<file path="config.mk">
export PLATFORM = sky130hd
export DESIGN_NAME = emg_adc_collector
export DESIGN_NICKNAME = d
export VERILOG_FILES = /design/src/rtl/emg_adc_collector.sv
export SDC_FILE = /design/constraint.sdc
export NUM_CORES = 1
export LEC_CHECK = 0
export CORE_ASPECT_RATIO = 1.75
export CORE_MARGIN = 4
export CORE_UTILIZATION = 40
export DETAILED_ROUTE_END_ITERATION = 12
export PLACE_DENSITY_LB_ADDON = 0.08
export SKIP_CTS_REPAIR_TIMING = 1
export SYNTH_ARGS = -nofsm -noshare
export SYNTH_HDL_FRONTEND = slang
export SYNTH_SLANG_ARGS = --single-unit
</file>
<file path="constraint.sdc">
create_clock -name CLK_EMG -period 3.1 [get_ports CLK_EMG]
set_input_delay 0.62 -clock CLK_EMG [delete_from_list [all_inputs] [get_ports CLK_EMG]]
set_output_delay 0.62 -clock CLK_EMG [all_outputs]
set_load 0.02 [all_outputs]
</file>
<file path="src/rtl/emg_adc_collector.sv">
`default_nettype none
// ============================================================================
// Module   : emg_adc_collector
// Purpose  : Receive side of the EMG acquisition chain. Deserializes the SAR
//            ADC's MSB-first serial result for each conversion, tags it with
//            the channel captured at START, and queues {tag, sample} in a
//            show-ahead FIFO drained by a valid/ready handshake.
// Ports    : CLK_EMG      ADC clock, all registers on rising edge
//            RESET        synchronous active-high reset
//            EN_ADC_EMG   gates START_EMG (running conversion still completes)
//            START_EMG    conversion-start pulse
//            CH_SEL_EMG   channel tag, valid with START_EMG
//            ADC_DOUT     serial SAR result, MSB first
//            CLR_ERR      clears OVERFLOW and START_ERR
//            DATA_OUT     FIFO head {channel[3:0], sample}, 0 when empty
//            DATA_VALID   FIFO not empty
//            DATA_READY   downstream accepts the head entry
//            FRAME_START  head entry carries channel 0
//            FIFO_LEVEL   current occupancy
//            OVERFLOW     sticky: sample dropped on a full FIFO
//            START_ERR    sticky: START arrived during a conversion
// Revision : 1.0 - initial release
// ============================================================================
module emg_adc_collector #(
  parameter int ADC_BITS    = 10,
  parameter int DOUT_OFFSET = 2,
  parameter int NUM_CH      = 16,
  parameter int FIFO_DEPTH  = 16
) (
  input  logic                        CLK_EMG,
  input  logic                        RESET,
  input  logic                        EN_ADC_EMG,
  input  logic                        START_EMG,
  input  logic [3:0]                  CH_SEL_EMG,
  input  logic                        ADC_DOUT,
  input  logic                        CLR_ERR,
  output logic [ADC_BITS+3:0]         DATA_OUT,
  output logic                        DATA_VALID,
  input  logic                        DATA_READY,
  output logic                        FRAME_START,
  output logic [$clog2(FIFO_DEPTH):0] FIFO_LEVEL,
  output logic                        OVERFLOW,
  output logic                        START_ERR
);

  localparam int c_PTR_W = $clog2(FIFO_DEPTH);
  localparam int c_CNT_W = $clog2(ADC_BITS + 1);
  localparam int c_ENT_W = ADC_BITS + 4;

  localparam logic [c_CNT_W-1:0] c_LAST_BIT  = c_CNT_W'(ADC_BITS - 1);
  // WAIT lasts DOUT_OFFSET-1 cycles; the counter starts at 0 on entry.
  localparam logic [2:0]         c_WAIT_LAST = 3'((DOUT_OFFSET > 1) ? DOUT_OFFSET - 2 : 0);
  localparam logic [c_PTR_W:0]   c_FULL_LVL  = (c_PTR_W + 1)'(FIFO_DEPTH);

  // Elaboration-time guard against unsupported parameter sets.
  if (DOUT_OFFSET < 1 || DOUT_OFFSET > 4 || NUM_CH < 1 || NUM_CH > 16 ||
      ADC_BITS < 2 || FIFO_DEPTH < 2 || (FIFO_DEPTH & (FIFO_DEPTH - 1)) != 0) begin : g_param_check
    $error("emg_adc_collector: unsupported parameter set");
  end

  typedef enum logic [1:0] {
    S_IDLE  = 2'd0,
    S_WAIT  = 2'd1,
    S_SHIFT = 2'd2,
    S_PUSH  = 2'd3
  } state_t;

  state_t               r_state;
  state_t               w_state_nxt;
  logic [3:0]           r_tag;
  logic [ADC_BITS-1:0]  r_shift;
  logic [c_CNT_W-1:0]   r_bit_cnt;
  logic [2:0]           r_wait_cnt;

  logic                 w_accept;
  logic                 w_abort;
  logic                 w_push;

  logic [c_ENT_W-1:0]   r_mem [FIFO_DEPTH];
  logic [c_PTR_W-1:0]   r_wr_ptr;
  logic [c_PTR_W-1:0]   r_rd_ptr;
  logic [c_PTR_W:0]     r_level;
  logic                 r_ovf;
  logic                 r_serr;

  logic                 w_valid;
  logic                 w_full;
  logic                 w_rd;
  logic                 w_wr;
  logic                 w_drop;
  logic [c_ENT_W-1:0]   w_head;

  // --------------------------------------------------------------------------
  // Conversion FSM
  // --------------------------------------------------------------------------
  always_comb begin
    w_accept    = START_EMG && EN_ADC_EMG;
    // A START is legal in IDLE and PUSH; anywhere else it kills the sample.
    w_abort     = w_accept && ((r_state == S_WAIT) || (r_state == S_SHIFT));
    w_push      = (r_state == S_PUSH);
    w_state_nxt = r_state;

    case (r_state)
      S_IDLE:  w_state_nxt = S_IDLE;
      S_WAIT:  if (r_wait_cnt == c_WAIT_LAST) w_state_nxt = S_SHIFT;
      S_SHIFT: if (r_bit_cnt == c_LAST_BIT) w_state_nxt = S_PUSH;
      S_PUSH:  w_state_nxt = S_IDLE;
      default: w_state_nxt = S_IDLE;
    endcase

    // Accepting a START overrides every other transition, including abort.
    if (w_accept) begin
      w_state_nxt = (DOUT_OFFSET == 1) ? S_SHIFT : S_WAIT;
    end
  end

  always_ff @(posedge CLK_EMG) begin
    if (RESET) begin
      r_state    <= S_IDLE;
      r_tag      <= 4'd0;
      r_shift    <= '0;
      r_bit_cnt  <= '0;
      r_wait_cnt <= 3'd0;
    end else begin
      r_state <= w_state_nxt;
      if (w_accept) begin
        r_tag      <= CH_SEL_EMG;
        r_shift    <= '0;
        r_bit_cnt  <= '0;
        r_wait_cnt <= 3'd0;
      end else begin
        if (r_state == S_WAIT) begin
          r_wait_cnt <= r_wait_cnt + 3'd1;
        end
        if (r_state == S_SHIFT) begin
          r_shift   <= {r_shift[ADC_BITS-2:0], ADC_DOUT};
          r_bit_cnt <= r_bit_cnt + c_CNT_W'(1);
        end
      end
    end
  end

  // --------------------------------------------------------------------------
  // Show-ahead FIFO
  // --------------------------------------------------------------------------
  always_comb begin
    w_valid = (r_level != '0);
    w_full  = (r_level == c_FULL_LVL);
    w_rd    = w_valid && DATA_READY;
    // A full FIFO still takes the sample if the head leaves on the same edge.
    w_wr    = w_push && (!w_full || w_rd);
    w_drop  = w_push && !w_wr;
    w_head  = r_mem[r_rd_ptr];
  end

  always_ff @(posedge CLK_EMG) begin
    if (w_wr) begin
      r_mem[r_wr_ptr] <= {r_tag, r_shift};
    end
  end

  always_ff @(posedge CLK_EMG) begin
    if (RESET) begin
      r_wr_ptr <= '0;
      r_rd_ptr <= '0;
      r_level  <= '0;
      r_ovf    <= 1'b0;
      r_serr   <= 1'b0;
    end else begin
      if (w_wr) begin
        r_wr_ptr <= r_wr_ptr + c_PTR_W'(1);
      end
      if (w_rd) begin
        r_rd_ptr <= r_rd_ptr + c_PTR_W'(1);
      end
      case ({w_wr, w_rd})
        2'b10:   r_level <= r_level + (c_PTR_W + 1)'(1);
        2'b01:   r_level <= r_level - (c_PTR_W + 1)'(1);
        default: r_level <= r_level;
      endcase
      // A new error on the clearing edge keeps the flag set.
      if (w_drop) begin
        r_ovf <= 1'b1;
      end else if (CLR_ERR) begin
        r_ovf <= 1'b0;
      end
      if (w_abort) begin
        r_serr <= 1'b1;
      end else if (CLR_ERR) begin
        r_serr <= 1'b0;
      end
    end
  end

  // Outputs come from registered state only; memory contents are masked when
  // empty so stale entries never leak onto DATA_OUT.
  always_comb begin
    DATA_VALID  = w_valid;
    DATA_OUT    = w_valid ? w_head : '0;
    FRAME_START = w_valid && (w_head[c_ENT_W-1:ADC_BITS] == 4'd0);
    FIFO_LEVEL  = r_level;
    OVERFLOW    = r_ovf;
    START_ERR   = r_serr;
  end

endmodule
`default_nettype wire

</file>
Figure 1. Wires at chosen ports, followed through buffers (run 1).
Bar = 50 um.
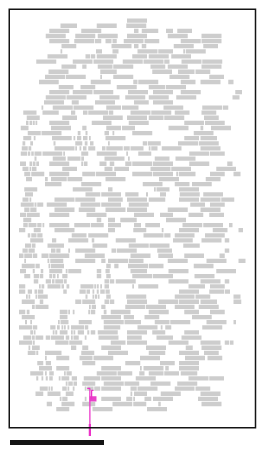
Key: magenta = ADC_DOUT [direction input, edge south, end cells 1, buffers 1, wire 27.3 um]
I/O pin cnt: 34
IO Port Bufs: 33

Figure 2. The metal 1 layer (run 1).
Supply wires on this layer in gray.
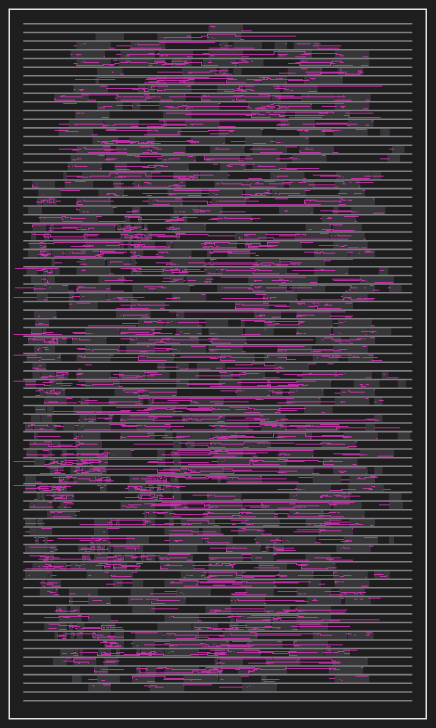
637 nets have wire on it. The wires run mostly horizontal. The layer holds 38% of the routed length. The layer carries 9050 um of wire. The longest straight run is 58.0 um.
final WL: 23900 um
met1 usage: 19.8%

==> flow_summary.json, run 1 <==
{
  "synthTopCellsByCount": "224 x edfxtp_1, 65 x mux4_2, 54 x nor2_1",
  "worst_pin_slew_ns": 0.645,
  "syn_to_final_growth_pct": 20.5,
  "hold_end": "START_ERR$_SDFFE_PP0P_",
  "leakage_nw": 4.27,
  "status": "finished with violations",
  "yosys_area_um2": 10500,
  "comb_power_mw": 2.40,
  "p_int_mw": 6.79,
  "clk_latency_ns": 0.54,
  "worstHoldStart": "START_ERR$_SDFFE_PP0P_",
  "critPathKind": "reg2out",
  "placementRows": 78,
  "final_cells": 997,
  "slew_violations": 0,
  "antenna_found_initial": 0,
  "grt_pass1_wl_um": 35400,
  "die_y_um": 222,
  "worst-path-max-fanout": 5,
  "switchingPower_mw": 2.46,
  "synth.distinct_cells": 39,
  "wl_met3_um": 717,
  "core-area_um2": 25900,
  "ff2ff_setup_slack_ns": 0.22,
  "antenna_cells": 0,
  "peakVddDrop_v": 0.000513,
  "hold_viol_final": 0,
  "yosysWarningCount": 0,
  "rsz0062_at_grt": "yes",
  "logic_family": "multiplexers",
  "adder_share_pct": 2.11,
  "wirelength_met1_um": 9050,
  "lay_top_cells": "224 x edfxtp_1, 65 x mux4_2, 53 x nor2_1",
  "layout_top_cell": "edfxtp_1",
  "seqPwrFrac_pct": 43.1,
  "hold_depth": 2,
  "openroad.warnings": 35,
  "async_reset_ff_share_pct": 0,
  "dr.pass1.iters": 6,
  "power_leader": "registers",
  "routed_via_density": 5.31,
  "place.gp.congestion": 0.735,
  "preCtsSetupSlack_ns": 0.0634,
  "max_freq_ghz": 0.309,
  "netlist_instances": 560,
  "fin_crit_sh_pct": 104,
  "cts.path.max_buffers": 3,
  "ys.flops": 266,
  "dp_hpwl_um": 15100,
  "final_area_um2": 12600,
  "aoi_share_pct": 1.79,
  "p_total_mw": 9.25,
  "drtIter0Drc": 361,
  "top_area_cell": "edfxtp_1",
  "simple_gate_share_pct": 5.08,
  "mux_share_pct": 15.9,
  "required_ns": 2.48,
  "cts_sinks": 266,
  "fin_ws_ns": -0.133,
  "fin_crit_ns": 3.23,
  "h-tree-depth": 1,
  "top_cells_by_area": "edfxtp_1 64%, mux4_2 14%, dfxtp_1 8.0%",
  "dp.cells": 933,
  "switching_share_pct": 26.6,
  "cp-start-kind": "flop",
  "crit_path_end_kind": "primary output",
  "crit_arrival_ns": 2.61,
  "grt-ovfl-total": 0,
  "most_common_cell": "edfxtp_1",
  "r2r-start": "FIFO_LEVEL[1]$_SDFFE_PP0P_",
  "drc": 0,
  "vias": 5293,
  "holdWs_ns": 0.493,
  "busiest_layer": "met2",
  "top_area_share_pct": 64.3,
  "fin_nets": 689,
  "endpoint": "DATA_OUT[2]",
  "setup_viol": 3,
  "fp_util_pct": 40.4,
  "clock-skew-final_ns": 0.0232,
  "enable_flop_cells": 224,
  "tritoncts": "done",
  "grt_start_max_net_pins": 22,
  "r2r_end": "FIFO_LEVEL[4]$_SDFFE_PP0P_",
  "cts_buffers": 24,
  "highest_layer": "met4",
  "yosys_cells": 560,
  "violations": "negative setup slack",
  "dieArea_um2": 28900,
  "grt_pass1_vias": 5637,
  "slew_headroom_pct": 56.9,
  "tns_ns": -0.300,
  "p_per_area_nw_per_um2": 734,
  "grt.total_usage_pct": 16.8,
  "reg2regPathDepth": 9,
  "synth.cell_area_um2": 10500,
  "p_clk_share_pct": 30.9,
  "synth_nets": 588,
  "hold_class": "reg2reg",
  "cts_root_buf": "clkbuf_16",
  "ys_seq_share_pct": 72.4,
  "drive_above_1_share_pct": 29.5,
  "grtUsageMet3_pct": 2.15,
  "fp.dieW_um": 130,
  "place_area_um2": 11600,
  "pg_clk_mw": 2.86,
  "ys_sh_xor_pct": 1.09,
  "syn_avg_cell_area_um2": 18.7,
  "drv_cap": 0,
  "path_clk_slew_ns": 0.07,
  "ys.flop_type": "edfxtp_1",
  "dr_wl_met2_um": 13400,
  "ant_nets": 0,
  "p_comb_share_pct": 26.0
}
Figure 3. Where the registers sit (run 1).
Other sequential cells in the stronger gray, the rest of the logic in the fainter gray.
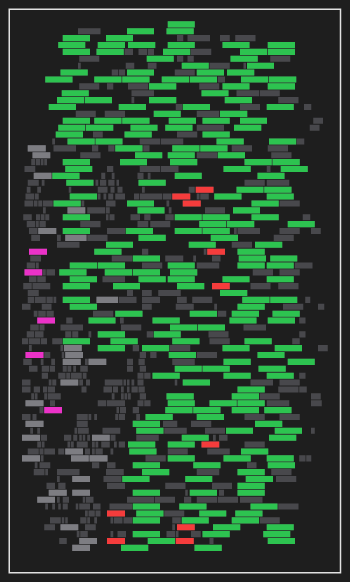
Key: red = r_shift [sequential cells 10]; green = r_mem [sequential cells 224, where spread over the die]; magenta = FIFO_LEVEL [sequential cells 5, where west]
Another 27 sequential cells are not colored.
seq pwr: 3.99 mW
fraction of area in registers: 60.1%
Sequential cell area: 7570 um2
Post-Route Utilization: 48.7%

Figure 4. Congestion heat map (run 1).
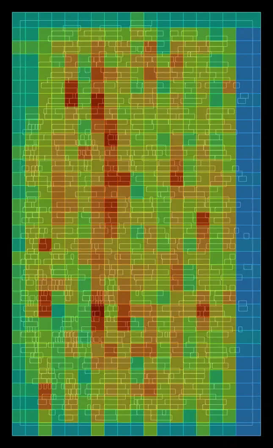
met2 GRT Util: 30.7%
WL per Instance: 23.9 um

-- run 1: flip-flops by register name (all words and copies together), names as in the netlist, named ones only --
register / flops
OVERFLOW: 1
r_wr_ptr: 4
r_bit_cnt: 4
START_ERR: 1
r_state: 2
r_shift: 10
r_tag: 4
r_wait_cnt: 3
r_mem: 224
r_rd_ptr: 4
FIFO_LEVEL: 5
-- run 1: final cells by class --
cell class	instances	area, um2
clock buffers	28	616
clock inverters	14	125
fillers	2130	13300
inverters	11	45.0
multi-input cells	257	2770
flip-flops and latches	266	7570
well taps	320	400
repair buffers	101	1070
-- run 1: worst max-delay path, stage by stage (launching register included) --
cell	delay, ns
dfxtp_4	0.39
buf_6	0.12
buf_6	0.11
clkbuf_16	0.15
mux4_2	0.50
mux4_2	0.47
and2_1	0.17
buf_2	0.16
--- run 2 (diff from run 1) ---
Settings changed: SETUP_SLACK_MARGIN set to 0.4.
Figure 5. Met2 routing (run 2).
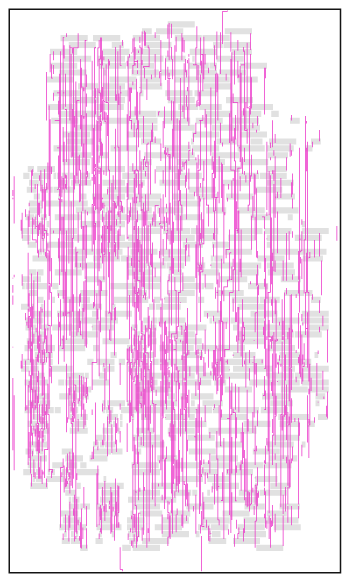
The longest straight run is 86.7 um. The layer holds 58% of the routed length. The layer carries 14200 um of wire.
met2 GRT Util: 31.9%
final WL: 24500 um
vias: 5358

Figure 6. Wires at chosen ports, followed through buffers (run 2).
Bar = 50 um.
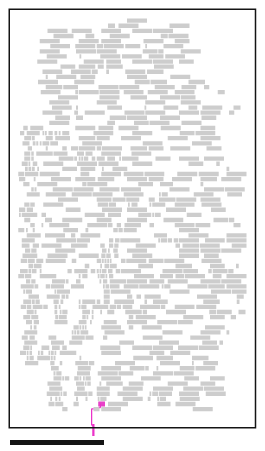
Key: magenta = ADC_DOUT [direction input, edge south, end cells 1, buffers 1, wire 13.7 um]

==> flow_summary.json, run 2 <==
{
  "most_common_cell": "edfxtp_1",
  "worst_pin_slew_ns": 0.595,
  "antenna_cells": 0,
  "dieArea_um2": 28900,
  "fp_util_pct": 40.4,
  "portBuffers": 33,
  "r2r_end": "FIFO_LEVEL[4]$_SDFFE_PP0P_",
  "synth.cell_area_um2": 10500,
  "critPathKind": "reg2out",
  "max_freq_ghz": 0.320,
  "violations": "negative setup slack",
  "drv_cap": 0,
  "h-tree-depth": 1,
  "enable_flop_cells": 224,
  "highest_layer": "met4",
  "grt_pass1_wl_um": 35600,
  "p_per_area_nw_per_um2": 732,
  "num_io_pins": 34,
  "fin_crit_ns": 3.12,
  "comb_power_mw": 2.42,
  "rsz0062_at_grt": "yes",
  "largest-register": "r_mem",
  "path_clk_slew_ns": 0.06,
  "status": "finished with violations",
  "reg2regPathDepth": 9,
  "wirelength_met1_um": 9180,
  "syn_avg_cell_area_um2": 18.7,
  "netlist_instances": 560,
  "wl_met3_um": 711,
  "core-area_um2": 25900,
  "cts.path.max_buffers": 3,
  "hold_end": "START_ERR$_SDFFE_PP0P_",
  "tritoncts": "done",
  "crit_path_end_kind": "primary output",
  "cts_buffers": 25,
  "yosys_cells": 560,
  "grt_start_max_net_pins": 29,
  "clock-skew-final_ns": 0.0117,
  "fin_ws_ns": -0.0211,
  "synth.distinct_cells": 39,
  "synth_nets": 588,
  "slew_violations": 0,
  "antenna_found_initial": 0,
  "hold_viol_final": 0,
  "p_int_mw": 6.78,
  "ys.flop_type": "edfxtp_1",
  "cp-start-kind": "flop",
  "leakage_nw": 4.29,
  "wire_per_inst_um": 24.4,
  "setup_viol": 3,
  "grt.total_usage_pct": 16.9,
  "drive_above_1_share_pct": 33.1,
  "pg_seq_mw": 4.00,
  "drc": 0,
  "grt-ovfl-total": 0,
  "async_reset_ff_share_pct": 0,
  "place_area_um2": 11600,
  "holdWs_ns": 0.515,
  "r2r-start": "FIFO_LEVEL[0]$_SDFFE_PP0P_",
  "power_leader": "registers",
  "dp_hpwl_um": 15700,
  "synthTopCellsByCount": "224 x edfxtp_1, 65 x mux4_2, 54 x nor2_1",
  "top_area_cell": "edfxtp_1",
  "largest_reg_flops": 224,
  "placementRows": 78,
  "hold_class": "reg2reg",
  "slew_headroom_pct": 60.3,
  "lay_top_cells": "224 x edfxtp_1, 65 x mux4_2, 56 x buf_4",
  "top_cells_by_area": "edfxtp_1 64%, mux4_2 14%, dfxtp_1 8.0%",
  "tns_ns": -0.0556,
  "pg_clk_mw": 2.88,
  "yosys_area_um2": 10500,
  "layout_top_cell": "edfxtp_1",
  "endpoint": "DATA_OUT[0]",
  "final_area_um2": 12700,
  "peakVddDrop_v": 0.000699,
  "fp.dieW_um": 130,
  "place.gp.congestion": 0.743,
  "dr.pass1.iters": 4,
  "dr_wl_met2_um": 14200,
  "routed_via_density": 5.33,
  "clk_latency_ns": 0.53,
  "required_ns": 2.48,
  "ant_nets": 0,
  "ff2ff_setup_slack_ns": 0.43,
  "syn_to_final_growth_pct": 21.4,
  "crit_arrival_ns": 2.50,
  "yosysWarningCount": 0,
  "worstHoldStart": "START_ERR$_SDFFE_PP0P_",
  "busiest_layer": "met2",
  "fin_nets": 695,
  "cts_sinks": 266,
  "final_cells": 1006,
  "p_comb_share_pct": 26.0,
  "die_y_um": 222,
  "openroad.warnings": 35,
  "drtIter0Drc": 344
}
Figure 7. The metal 1 layer (run 2).
Supply wires on this layer in gray.
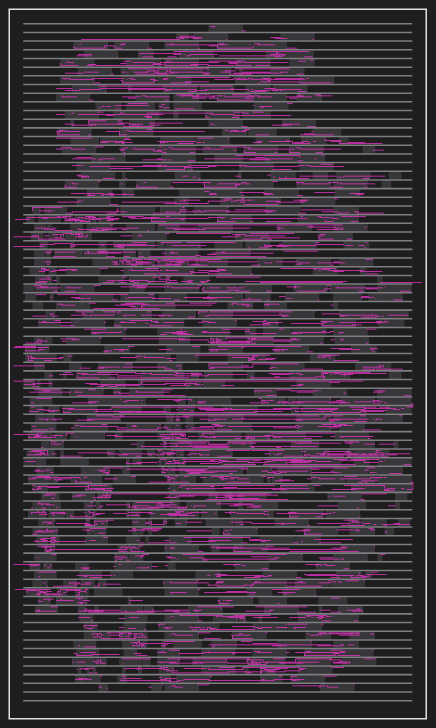
The layer carries 9180 um of wire. The longest straight run is 69.5 um. 654 nets have wire on it. The wires run mostly horizontal. The layer holds 37% of the routed length.
met1 usage: 19.8%

run 2: critical path, cell delays in order, from the launching register on:
cell	delay, ns
dfxtp_4	0.37
buf_6	0.14
clkbuf_16	0.16
mux4_2	0.49
mux4_2	0.48
and2_1	0.18
clkbuf_2	0.15
run 2: logic make-up after synthesis:
family / count (synthesis) / share of synthesized area [%]
DFF: 266 / 72.4
and+or+nand+nor: 115 / 5.08
muxes: 84 / 15.9
buffers and inverters: 37 / 1.70
AOI/OAI and AO/OA: 28 / 1.79
adders and majority gates: 17 / 2.11
xor gates and xnor gates: 13 / 1.09
run 2: final cells by class:
class	count	area [um2]
Clock buffer	35	703
Multi-Input combinational cell	257	2840
Timing Repair Buffer	106	1060
Tap cell	320	400
Clock inverter	11	71.3
Fill cell	2167	13200
Inverter	11	41.3
Sequential cell	266	7580
Power and IR drop assume default switching activity.
